==> config.mk <==
export PLATFORM = sky130hd
export DESIGN_NAME = hazard_ctrl
export DESIGN_NICKNAME = d
export VERILOG_FILES = /design/src/rtl/hazard_ctrl.sv
export SDC_FILE = /design/constraint.sdc
export NUM_CORES = 1
export LEC_CHECK = 0
export ABC_AREA = 0
export CORE_UTILIZATION = 40
export DETAILED_ROUTE_END_ITERATION = 12
export HOLD_SLACK_MARGIN = 0.03
export SKIP_LAST_GASP = 1
export SLEW_MARGIN = 20
export SYNTH_ARGS = -nofsm -noshare
export SYNTH_HDL_FRONTEND = slang
export SYNTH_SLANG_ARGS = --single-unit
==> constraint.sdc <==
create_clock -name CLK -period 2.8 [get_ports CLK]
set_clock_uncertainty 0.15 [all_clocks]
set_input_delay 0.28 -clock CLK [delete_from_list [all_inputs] [get_ports CLK]]
set_output_delay 0.28 -clock CLK [all_outputs]
set_load 0.03 [all_outputs]
==> src/rtl/hazard_ctrl.sv <==
// Pipeline hazard controller: load-use stall, branch/jump redirect flush,
// memory-busy freeze, operand forwarding select and a lost-cycle counter.
//
// state    | meaning
// RUN      | normal issue
// LU_STALL | one bubble inserted behind a load
// REDIRECT | squash the stale fetch word after a redirect
// FREEZE   | memory not ready, whole pipe held
module hazard_ctrl #(
  parameter int CNT_W = 16
) (
  input  logic             CLK,
  input  logic             RST,
  input  logic [4:0]       DE_RS1_ADDR,
  input  logic [4:0]       DE_RS2_ADDR,
  input  logic             DE_RS1_USED,
  input  logic             DE_RS2_USED,
  input  logic [4:0]       DE_RD_ADDR,
  input  logic             DE_REG_WRITE,
  input  logic             DE_MEM_READ,
  input  logic             EX_REDIRECT,
  input  logic             MEM_BUSY,
  input  logic             CNT_CLR,
  output logic             PC_WRITE,
  output logic             IF_DE_EN,
  output logic             DE_EX_EN,
  output logic             EX_MEM_EN,
  output logic             IF_FLUSH,
  output logic             DE_FLUSH,
  output logic [1:0]       FWD_A_SEL,
  output logic [1:0]       FWD_B_SEL,
  output logic [1:0]       STATE,
  output logic [CNT_W-1:0] STALL_CNT
);

  typedef enum logic [1:0] {
    RUN      = 2'd0,
    LU_STALL = 2'd1,
    REDIRECT = 2'd2,
    FREEZE   = 2'd3
  } state_t;

  typedef struct packed {
    logic       valid;
    logic [4:0] rd;
    logic       reg_write;
    logic       mem_read;
  } slot_t;

  typedef struct packed {
    slot_t      base;
    logic [4:0] rs1;
    logic [4:0] rs2;
    logic       rs1_used;
    logic       rs2_used;
  } ex_slot_t;

  state_t   state;
  logic     pend_redirect;
  // The decode-stage fields live in the datapath IF/DE register and arrive
  // on the DE_* inputs; only their validity needs shadowing here.
  logic     de_valid;
  ex_slot_t ex;
  slot_t    mem;
  slot_t    wb;

  logic redirect;
  logic load_use;
  logic rs1_hit;
  logic rs2_hit;

  assign STATE    = state;
  assign redirect = EX_REDIRECT && ex.base.valid;

  assign rs1_hit  = DE_RS1_USED && (ex.base.rd == DE_RS1_ADDR);
  assign rs2_hit  = DE_RS2_USED && (ex.base.rd == DE_RS2_ADDR);
  assign load_use = de_valid && ex.base.valid && ex.base.mem_read &&
                    (ex.base.rd != 5'd0) && (rs1_hit || rs2_hit);

  function automatic logic [1:0] fwd_sel(
    input logic [4:0] rs,
    input logic       used,
    input slot_t      m,
    input slot_t      w
  );
    logic [1:0] sel;
    sel = 2'd0;
    if (used && (rs != 5'd0)) begin
      if (m.valid && m.reg_write && !m.mem_read && (m.rd == rs))
        sel = 2'd1;
      else if (w.valid && w.reg_write && (w.rd == rs))
        sel = 2'd2;
    end
    return sel;
  endfunction

  assign FWD_A_SEL = fwd_sel(ex.rs1, ex.rs1_used, mem, wb);
  assign FWD_B_SEL = fwd_sel(ex.rs2, ex.rs2_used, mem, wb);

  always_comb begin
    PC_WRITE  = 1'b1;
    IF_DE_EN  = 1'b1;
    DE_EX_EN  = 1'b1;
    EX_MEM_EN = 1'b1;
    IF_FLUSH  = 1'b0;
    DE_FLUSH  = 1'b0;
    if (MEM_BUSY) begin
      PC_WRITE  = 1'b0;
      IF_DE_EN  = 1'b0;
      DE_EX_EN  = 1'b0;
      EX_MEM_EN = 1'b0;
    end else if (redirect) begin
      IF_FLUSH = 1'b1;
      DE_FLUSH = 1'b1;
    end else if (state == REDIRECT) begin
      // synchronous fetch already returned the word after the branch
      IF_FLUSH = 1'b1;
    end else if (load_use) begin
      PC_WRITE = 1'b0;
      IF_DE_EN = 1'b0;
      DE_FLUSH = 1'b1;
    end
  end

  always_ff @(posedge CLK or posedge RST) begin
    if (RST) begin
      state         <= RUN;
      pend_redirect <= 1'b0;
      de_valid      <= 1'b0;
      ex            <= '0;
      mem           <= '0;
      wb            <= '0;
      STALL_CNT     <= '0;
    end else begin
      if (CNT_CLR)
        STALL_CNT <= '0;
      else if ((!PC_WRITE || IF_FLUSH) && (STALL_CNT != {CNT_W{1'b1}}))
        STALL_CNT <= STALL_CNT + 1'b1;

      if (MEM_BUSY) begin
        state <= FREEZE;
        if ((state == REDIRECT) || redirect)
          pend_redirect <= 1'b1;
      end else if (state == FREEZE) begin
        state         <= pend_redirect ? REDIRECT : RUN;
        pend_redirect <= 1'b0;
      end else if (redirect) begin
        state <= REDIRECT;
      end else if (load_use) begin
        state <= LU_STALL;
      end else begin
        state <= RUN;
      end

      if (!MEM_BUSY) begin
        wb  <= mem;
        mem <= ex.base;
        if (DE_FLUSH)
          ex <= '0;
        else
          ex <= {de_valid, DE_RD_ADDR, DE_REG_WRITE, DE_MEM_READ,
                 DE_RS1_ADDR, DE_RS2_ADDR, DE_RS1_USED, DE_RS2_USED};
        if (IF_DE_EN)
          de_valid <= !IF_FLUSH;
      end
    end
  end

endmodule

==> flow_summary.yaml, run 1 <==
# physical design summary
power_and_ir_drop:
  seq_power_share_pct: 53.5
  intPower_mw: 1.31
  p_clk_share_pct: 22.6
  switching_share_pct: 31.3
critical_path:
  max_stage_delay_ns: 0.67
  rrSetupSlack_ns: 0.29
grt:
  grt_usage_pct: 19.1
  antenna_found_initial: 0
  globalRoute.totalOverflow: 0
  top_usage_layer: "met1"
  grt_pass1_vias: 2119
clocking:
  cts_buffers: 5
  cts-root-buf: "clkbuf_8"
  ctsResizeCount: 0
  cts_max_level: 2
flow_run:
  warnings: 26
  cap_violations: 0
final_timing:
  holdWs_ns: 0.174
  layout_setup_ws_ns: 0.114
  slew_headroom_pct: 55.3
  finalHoldViolCount: 0
  rsz0062_at_grt: "no"
  layout_min_cycle_time_ns: 2.69
  slew_viol_final: 0
logic_synthesis:
  syn_inst: 277
  yosys_area_sq_mm: 0.00302
  fp_nets: 302
  async_flop_share_pct: 100
  syn_avg_cell_area_sq_um: 10.9
  ys_seq_share_pct: 45.5
  netlist_area_sq_mm: 0.00302
  ys_warn_count: 0
  edf_count: 0
  ys_cells: 277
layout:
  drive_gt1_share_pct: 19.0
  syn_to_final_growth_pct: 21.9
run_status:
  status: "finished, final reports clean"
placed_design:
  place_ws_ns: 0.112
detailed_routing:
  vias_per_cell: 5.24
  antenna_left: 0
worst_hold_path:
  holdCritPathClass: "primary input to register"
## run 1: layer usage
metal / vias to the layer above / wire length [um]
li1: 1106 / -
met1: 1091 / 3710
met2: 54 / 2860
met3: 4 / 320
met4: 0 / 68
met5: - / 0
## run 1: worst register-to-register path, stage by stage, from the launching register on
cell       delay (ns)
dfrtp_1          0.45
or4_1            0.56
o2111ai_2        0.19
inv_2            0.09
a21boi_4         0.53
nor3_2           0.12
mux2_4           0.31
## run 1: per-stage QoR
stage | instances | power [mW] | cell area (sq um)
floorplan | 277 | 1.34 | 3020
global placement | 422 | 1.49 | 3600
detailed placement | 422 | 1.50 | 3600
CTS | 430 | 1.93 | 3680
global route | 430 | 2.03 | 3680
finish | 430 | 1.91 | 3680
## run 1: kinds of logic (layout without fill, tap and decap cells)
| family | after synthesis | after routing | synth area share, % |
|---|---|---|---|
| flops | 55 | 55 | 45.5 |
| buf+inv | 21 | 75 | 5.13 |
| xor+xnor | 30 | 30 | 8.70 |
| simple gates | 96 | 96 | 17.8 |
| mux | 35 | 35 | 12.6 |
| compound gates | 39 | 39 | 9.73 |
| fa+ha+maj | 1 | 1 | 0.414 |
## run 1: power by group through the flow
stage               combinational [mW]  clock [mW]  sequential [mW]
global route                     0.505       0.483             1.04
CTS                              0.463       0.444             1.02
detailed placement               0.461           0             1.04
floorplan                        0.323           0             1.02
global placement                 0.456           0             1.04
finish                           0.459       0.432             1.02
## run 1: Yosys cell counts (2+ instances only)
cell type | number | share of area [%]
o21ai_0 | 2 | 0.33
a21oi_1 | 13 | 2.2
clkbuf_8 | 3 | 1.4
and4_1 | 2 | 0.58
or4_2 | 6 | 1.7
clkbuf_1 | 6 | 0.75
mux2_2 | 17 | 6.3
dfrtp_1 | 55 | 46
mux2i_1 | 16 | 5.3
xnor2_1 | 24 | 7.0
a22o_1 | 4 | 1.2
nand4_1 | 6 | 1.2
o31ai_1 | 9 | 2.2
nand2_1 | 10 | 1.2
nor2b_1 | 4 | 0.83
nor3_2 | 2 | 0.66
or4_1 | 7 | 1.7
mux2_4 | 2 | 0.99
buf_6 | 2 | 0.75
and3_1 | 4 | 0.83
nor4b_1 | 2 | 0.58
a21oi_2 | 2 | 0.58
nor2_1 | 27 | 3.4
nor4_1 | 2 | 0.41
inv_1 | 4 | 0.50
buf_4 | 2 | 0.50
xor2_1 | 6 | 1.7
and2_1 | 2 | 0.41
nand3_1 | 16 | 2.7
## run 1: layout make-up
class | instances | area (sq um) | share of cell area [%]
tap | 99 | 124 | 3.36
clock inverter | 1 | 5.00 | 0.136
inverter | 5 | 18.8 | 0.510
multi-input combinational | 201 | 1490 | 40.5
timing repair buffer | 62 | 593 | 16.1
clock buffer | 7 | 76.3 | 2.07
sequential | 55 | 1380 | 37.4
## run 1: registers in the layout, summed over array words and instances, names as in the netlist
| signal | cells |
|---|---|
| mem | 8 |
| STATE | 2 |
| wb | 7 |
| pend_redirect | 1 |
| STALL_CNT | 16 |
| ex | 20 |
| de_valid | 1 |
**Run 1: signal wires on met2**

(6 px per um) Cells faint in the background.
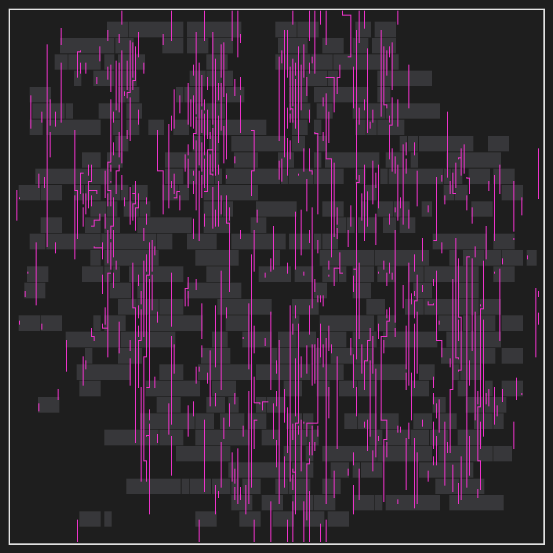
main direction	vertical
wire length on this layer	2,860 um
share of all routed wire	41%
nets with wire on the layer	294
final WL: 6.96 mm
grt met2 use: 26.5%
Vias: 2,255

**Run 1: met3 routing**

(6 px per um) Cells faint in the background.
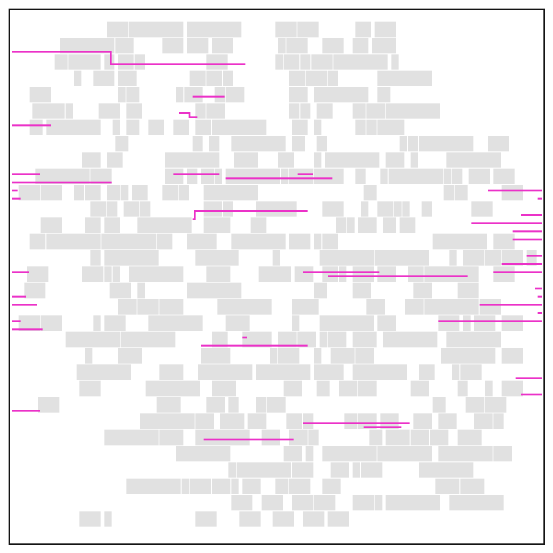
nets with wire on the layer	39
main direction	horizontal
M3 GR Usage: 3.32%

**Run 1: routing congestion map**

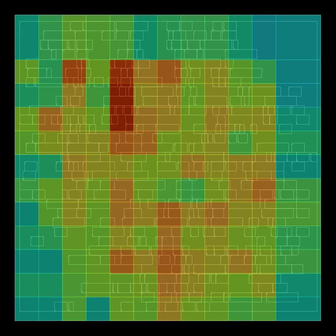
Util after Layout: 50.5%
GR Util met1: 30.1%

**Run 1: I/O pins on the die edge**

(6 px per um) Pins as bars across the die edge, other pins in gray.
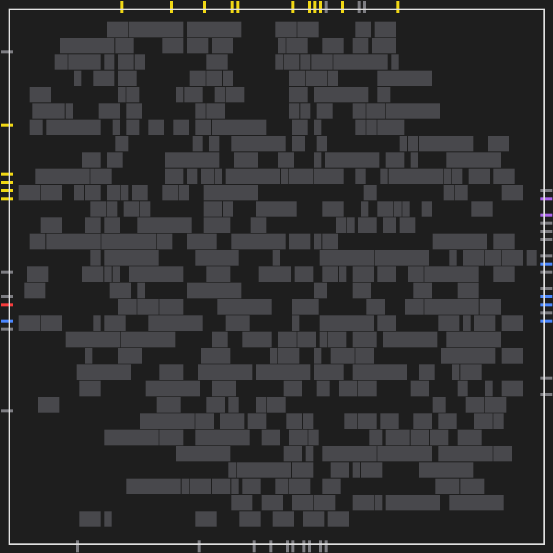
color	port	pins	direction	edge
purple	STATE	2	output	east
blue	DE_RS1_ADDR	5	input	4 east, 1 west
red	DE_FLUSH	1	output	west
yellow	STALL_CNT	16	output	11 north, 5 west
all pins by edge	16 east, 14 north, 12 west, 10 south
Die Width: 88.9 um
die height: 88.9 um
IO buf count: 51

==> run 2: changes to the inputs <==
- SKIP_CTS_REPAIR_TIMING: unset -> 1
**Run 2: routing congestion map**

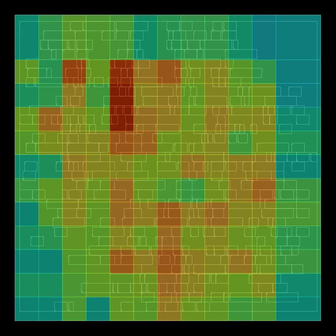
gr usage total: 19.1%
Routed wire per std cell: 16.2 um
global routing's busiest layer: met1

**Run 2: signal wires on met2**

(6 px per um) Cells faint in the background.
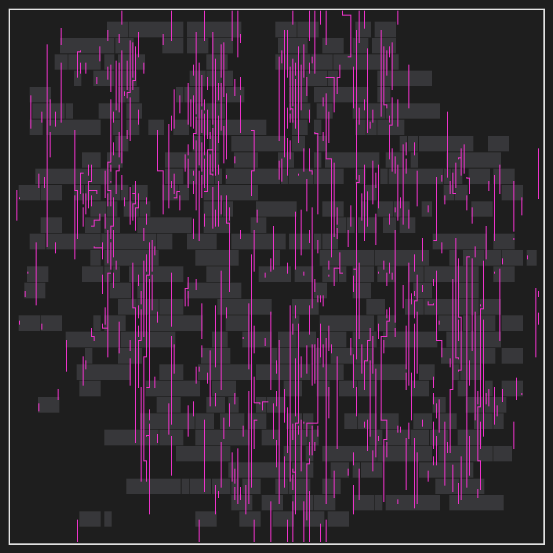
share of all routed wire	41%
wire length on this layer	2,860 um
nets with wire on the layer	294

==> run 2 against run 1 <==
Power did not move; sequential share of layout area did not move; cell count stayed put; die area unchanged; via count unchanged; critical path depth did not move; routed wire length did not move; highest routed layer unchanged; largest cell class unchanged.
==> flow_summary.yaml, run 2 <==
# physical design summary
placed_design:
  io_buffers: 51
  place_ws_ns: 0.112
  post_dp_cell_area_sq_mm: 0.00360
logic_synthesis:
  netlist_area_sq_mm: 0.00302
  top_area_cell: "dfrtp_1"
  fp_nets: 302
  async_flop_share_pct: 100
  syn_avg_cell_area_sq_um: 10.9
  ys_seq_share_pct: 45.5
  synthTopCellsByCount: "55 x dfrtp_1, 27 x nor2_1, 24 x xnor2_1"
  edf_count: 0
  topCellsByArea: "dfrtp_1 46%, xnor2_1 7.0%, mux2_2 6.3%, mux2i_1 5.3%, nor2_1 3.4%"
  synth_top_area_share_pct: 45.5
  ys_warn_count: 0
  synth.most_common_cell: "dfrtp_1"
  yosys_area_sq_mm: 0.00302
final_timing:
  holdWs_ns: 0.174
  slew_viol_final: 0
  layout_min_cycle_time_ns: 2.69
  rsz0062_at_grt: "no"
  layout_setup_ws_ns: 0.114
flow_run:
  warnings: 26
  cap_violations: 0
floorplan:
  die_x_um: 88.9
critical_path:
  max_stage_delay_ns: 0.67
clocking:
  cts_max_level: 2
  cts-root-buf: "clkbuf_8"
  cts_buffers: 5
run_status:
  status: "finished, final reports clean"
layout:
  fin_area_sq_mm: 0.00368
  syn_to_final_growth_pct: 21.9
  drive_gt1_share_pct: 19.0
grt:
  antenna_found_initial: 0
detailed_routing:
  num_vias: 2255
worst_hold_path:
  holdCritPathClass: "primary input to register"
**Run 2: met3 routing**

(6 px per um) Cells faint in the background.
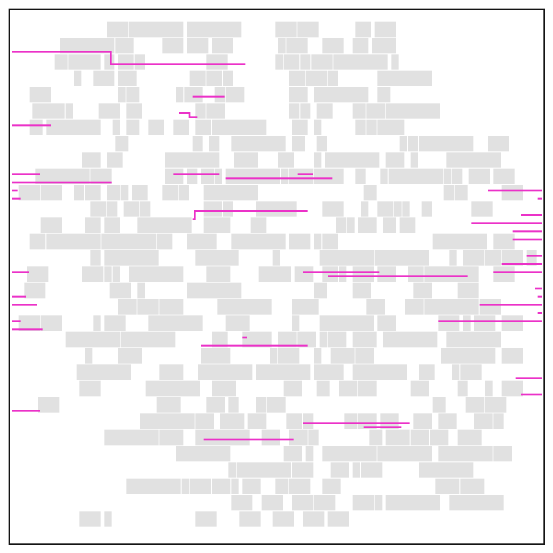
longest straight run	23.0 um
share of all routed wire	4.6%
wire length on this layer	321 um
main direction	horizontal
nets with wire on the layer	39

## run 2: cell counts after synthesis
No cell type changed its count.
## run 2: per-stage QoR
| stage | utilization (%) | power, mW | instances |
|---|---|---|---|
| 2_1_floorplan | - | 1.34 | 277 |
| 3_3_place_gp | 49.4 | 1.49 | 422 |
| 3_5_place_dp | 49.4 | 1.50 | 422 |
| 4_1_cts | 50.5 | 1.93 | 430 |
| 5_1_grt | 50.5 | 2.03 | 430 |
| 6_report | 50.5 | 1.91 | 430 |
## run 2: path summary, 6_finish.rpt
check / end / slack (ns) / cells past startpoint
max: FWD_A_SEL[0] / 0.11 / 5
min: de_valid$_DFFE_PP0P_ / 0.17 / 3
max reg2reg: STALL_CNT[12]$_DFFE_PP0P_ / 0.29 / 6
min reg2reg: mem[0]$_DFFE_PP0N_ / 0.36 / 1
max in group asynchronous: STALL_CNT[7]$_DFFE_PP0P_ / 1.69 / 3
min in group asynchronous: ex[6]$_DFFE_PP0N_ / 0.23 / 2
## run 2: cells by family (layout without fill, tap and decap cells)
logic type	Yosys count	after routing	share of synthesized area (%)
simple gates	96	96	17.8
flops	55	55	45.5
compound gates	39	39	9.73
mux	35	35	12.6
xor+xnor	30	30	8.70
buf+inv	21	75	5.13
fa+ha+maj	1	1	0.414
## run 2: final cells by class
class                      count  area, sq um  share of cell area, %
multi-input combinational    201         1490                   40.5
sequential                    55         1380                   37.4
inverter                       5         18.8                  0.510
clock buffer                   7         76.3                   2.07
clock inverter                 1         5.00                  0.136
tap                           99          124                   3.36
timing repair buffer          62          593                   16.1
## run 2: power breakdown
part / switching, mW / internal (mW) / leakage (nW) / total (mW)
sequential: 0.125 / 0.898 / 0.693 / 1.02
combinational: 0.219 / 0.240 / 0.785 / 0.459
clock: 0.255 / 0.177 / 0.0422 / 0.432
total: 0.599 / 1.31 / 1.52 / 1.91
## run 2: metal layers
| layer | part of all wire (%) | GRT usage [%] | up-vias |
|---|---|---|---|
| li1 | - | - | 1106 |
| met4 | 0.98 | 5.28 | 0 |
| met1 | 53 | 30.1 | 1091 |
| met2 | 41 | 26.5 | 54 |
| met5 | 0 | 0 | - |
| met3 | 4.6 | 3.32 | 4 |
## run 2: worst reg2reg max path: stages (launching register included)
cell,delay [ns]
dfrtp_1,0.45
or4_1,0.56
o2111ai_2,0.19
inv_2,0.09
a21boi_4,0.53
nor3_2,0.12
mux2_4,0.31
**Run 2: wire density map**

(4 px per um) 18 x 18 tiles, from dark blue (low) to red (high), scaled to the fullest tile. Values are wire area over tile area, all layers added.
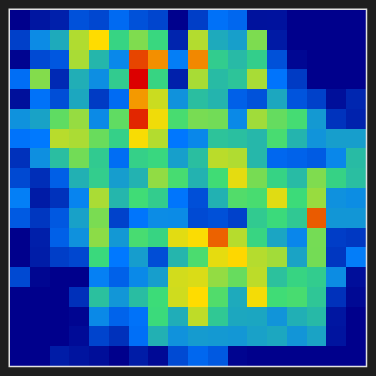

==> run 3: changes to the inputs <==
--- a/config.mk
+++ b/config.mk
@@ -10,4 +10,5 @@
 export DETAILED_ROUTE_END_ITERATION = 12
 export HOLD_SLACK_MARGIN = 0.03
+export MAX_ROUTING_LAYER = met4
 export SKIP_CTS_REPAIR_TIMING = 1
 export SKIP_LAST_GASP = 1
==> constraint.sdc (replaced) <==
create_clock -name CLK -period 2.8 [get_ports CLK]
set_clock_uncertainty 0.15 [all_clocks]
set_input_delay 0.42 -clock CLK [delete_from_list [all_inputs] [get_ports CLK]]
set_output_delay 0.42 -clock CLK [all_outputs]
set_load 0.03 [all_outputs]
**Run 3: wire density map**

(4 px per um) 18 x 18 tiles, from dark blue (low) to red (high), scaled to the fullest tile. Values are wire area over tile area, all layers added.
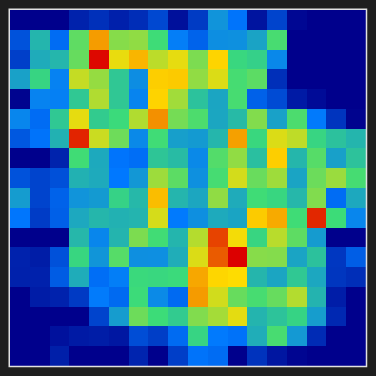
nearly empty tiles	16%
tiles over half the peak	28%
mean over tiles	0.14
Vias: 2,284
final WL: 6.96 mm
gr usage total: 19.2%

**Run 3: signal wires on met2**

(6 px per um) Cells faint in the background.
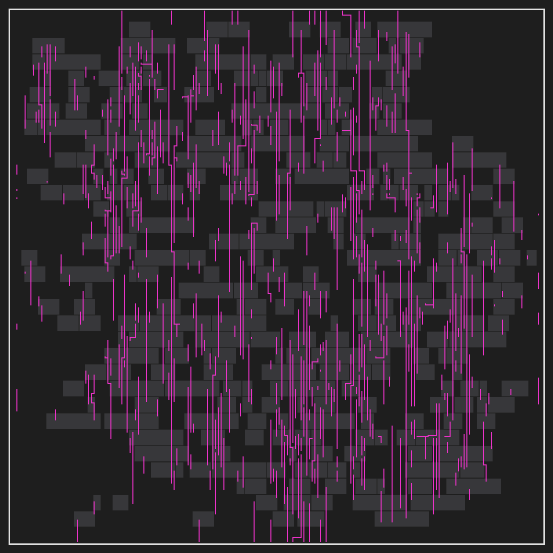
grt met2 use: 25.7%

==> run 3 against run 2 <==
Cell count is the same; synthesized cell count did not move; flip-flop count did not move; critical path depth is 1 higher; final area rose by 1.1%; combinational power down 2%; power is 4.2% higher; largest cell class unchanged; largest power group unchanged.
==> flow_summary.yaml, run 3 <==
# physical design summary
clocking:
  cts_buffers: 5
  cts_max_level: 2
  cts-root-buf: "clkbuf_8"
  clock-sinks: 55
logic_synthesis:
  ys_warn_count: 0
  top_area_cell: "dfrtp_1"
  async_flop_share_pct: 100
  synth_top_area_share_pct: 45.5
  syn_avg_cell_area_sq_um: 10.9
  synth.most_common_cell: "dfrtp_1"
  topCellsByArea: "dfrtp_1 46%, xnor2_1 7.0%, mux2_2 6.3%, mux2i_1 5.3%, nor2_1 3.4%"
  netlist_area_sq_mm: 0.00302
  fp_nets: 302
  synthTopCellsByCount: "55 x dfrtp_1, 27 x nor2_1, 24 x xnor2_1"
  edf_count: 0
  ys_seq_share_pct: 45.5
  yosys_area_sq_mm: 0.00302
floorplan:
  die_x_um: 88.9
  fp_util_pct: 41.4
layout:
  antenna_cells: 0
  fin_area_sq_mm: 0.00372
  syn_to_final_growth_pct: 23.3
  drive_gt1_share_pct: 20.2
power_and_ir_drop:
  seq_power_share_pct: 51.7
  p_clk_share_pct: 25.6
  p_comb_share_pct: 22.7
  p_leak_nw: 1.61
  switching_share_pct: 29.8
  intPower_mw: 1.40
  power_density_mw_per_mm2: 535
  p_sw_mw: 0.594
final_timing:
  fmax_mhz: 363
  layout_min_cycle_time_ns: 2.76
  slew_viol_final: 0
  rsz0062_at_grt: "yes"
  layout_setup_ws_ns: 0.0416
grt:
  antenna_found_initial: 0
worst_hold_path:
  holdCritPathClass: "primary input to register"
flow_run:
  cap_violations: 0
  warnings: 27
critical_path:
  worst_path_max_delay_cell: "or4_1"
  crit_start: "ex[15]$_DFFE_PP0N_"
  max_stage_delay_ns: 0.53
placed_design:
  place_ws_ns: 0.0518
  post_dp_cell_area_sq_mm: 0.00360
  io_buffers: 51
run_status:
  status: "finished, final reports clean"
detailed_routing:
  routedWlPerCell_um: 16.2
**Run 3: I/O pins on the die edge**

(6 px per um) Pins as bars across the die edge, other pins in gray.
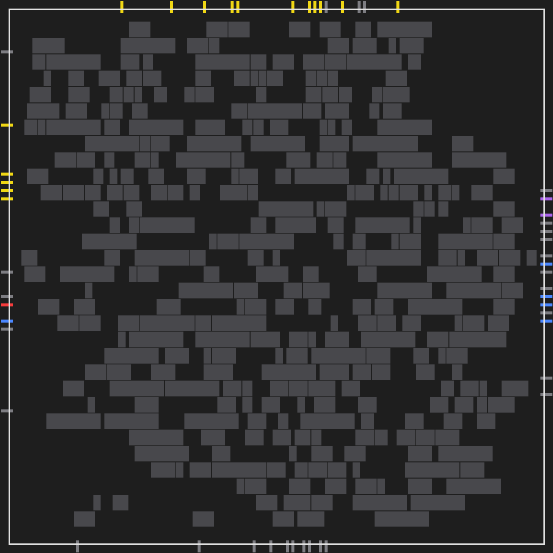
color	port	pins	direction	edge
red	DE_FLUSH	1	output	west
purple	STATE	2	output	east
yellow	STALL_CNT	16	output	11 north, 5 west
blue	DE_RS1_ADDR	5	input	4 east, 1 west
all pins by edge	16 east, 14 north, 12 west, 10 south

==> run 3: cells by family after synthesis <==
| logic type | share of synthesized area [%] |
|---|---|
| DFF | 45.5 |
| muxes | 12.6 |
| buffers and inverters | 5.13 |
| and+or+nand+nor | 17.8 |
| AOI/OAI and AO/OA | 9.73 |
| xor gates and xnor gates | 8.70 |
| adders and majority gates | 0.414 |
==> run 3: metal layers <==
metal | vias to the layer above | track usage (%) | wire (um) | share of wire, %
li1 | 1105 | - | - | -
met1 | 1131 | 29.6 | 3740 | 54
met2 | 43 | 25.7 | 2890 | 42
met3 | 5 | 3.14 | 243 | 3.5
met4 | 0 | 5.28 | 82 | 1.2
met5 | - | - | 0 | 0
==> run 3: path summary, 6_finish.rpt <==
kind / end / depth (start not counted) / slack, ns
hold / removal: de_valid$_DFFE_PP0P_ / 2 / 0.35
setup reg to reg: STALL_CNT[5]$_DFFE_PP0P_ / 6 / 0.30
setup / recovery: PC_WRITE / 6 / 0.04
min in group asynchronous: ex[3]$_DFFE_PP0N_ / 3 / 0.48
hold reg to reg: mem[0]$_DFFE_PP0N_ / 1 / 0.36
max in group asynchronous: ex[15]$_DFFE_PP0N_ / 3 / 1.52
==> run 3: per-stage QoR <==
stage	std cells	hold slack (ns)	utilization, %	setup TNS, ns	power, mW
after floorplan	277	0.320	-	0	1.34
after global placement	423	0.334	49.3	0	1.49
after detailed placement	423	0.345	49.3	0	1.49
after CTS	430	0.323	50.7	-0.130	2.01
after global routing	430	0.339	51.1	-0.0309	2.10
final	430	0.346	51.1	0	1.99
==> run 3: worst register-to-register path, delay by kind of cell, from the launching register on <==
family | cells | cell delay, ns
and+or+nand+nor | 3 | 1.22
DFF | 1 | 0.43
buffers and inverters | 1 | 0.26
adders and majority gates | 1 | 0.23
AOI/OAI and AO/OA | 1 | 0.16
==> run 3: final cells by class <==
type,count,area (sq um)
fillers,714,3570
multi-input cells,201,1500
flip-flops and latches,55,1380
repair buffers,63,602
well taps,99,124
clock buffers,6,72.6
clock inverters,1,30.0
inverters,5,18.8
==> run 3: power by group through the flow <==
stage / Combinational (mW) / Sequential (mW) / Clock (mW)
after floorplan: 0.323 / 1.02 / 0
final: 0.452 / 1.03 / 0.511
after global placement: 0.443 / 1.04 / 0
after CTS: 0.452 / 1.03 / 0.529
after detailed placement: 0.449 / 1.05 / 0
after global routing: 0.496 / 1.04 / 0.560
Power is estimated from default activity; no workload was simulated.
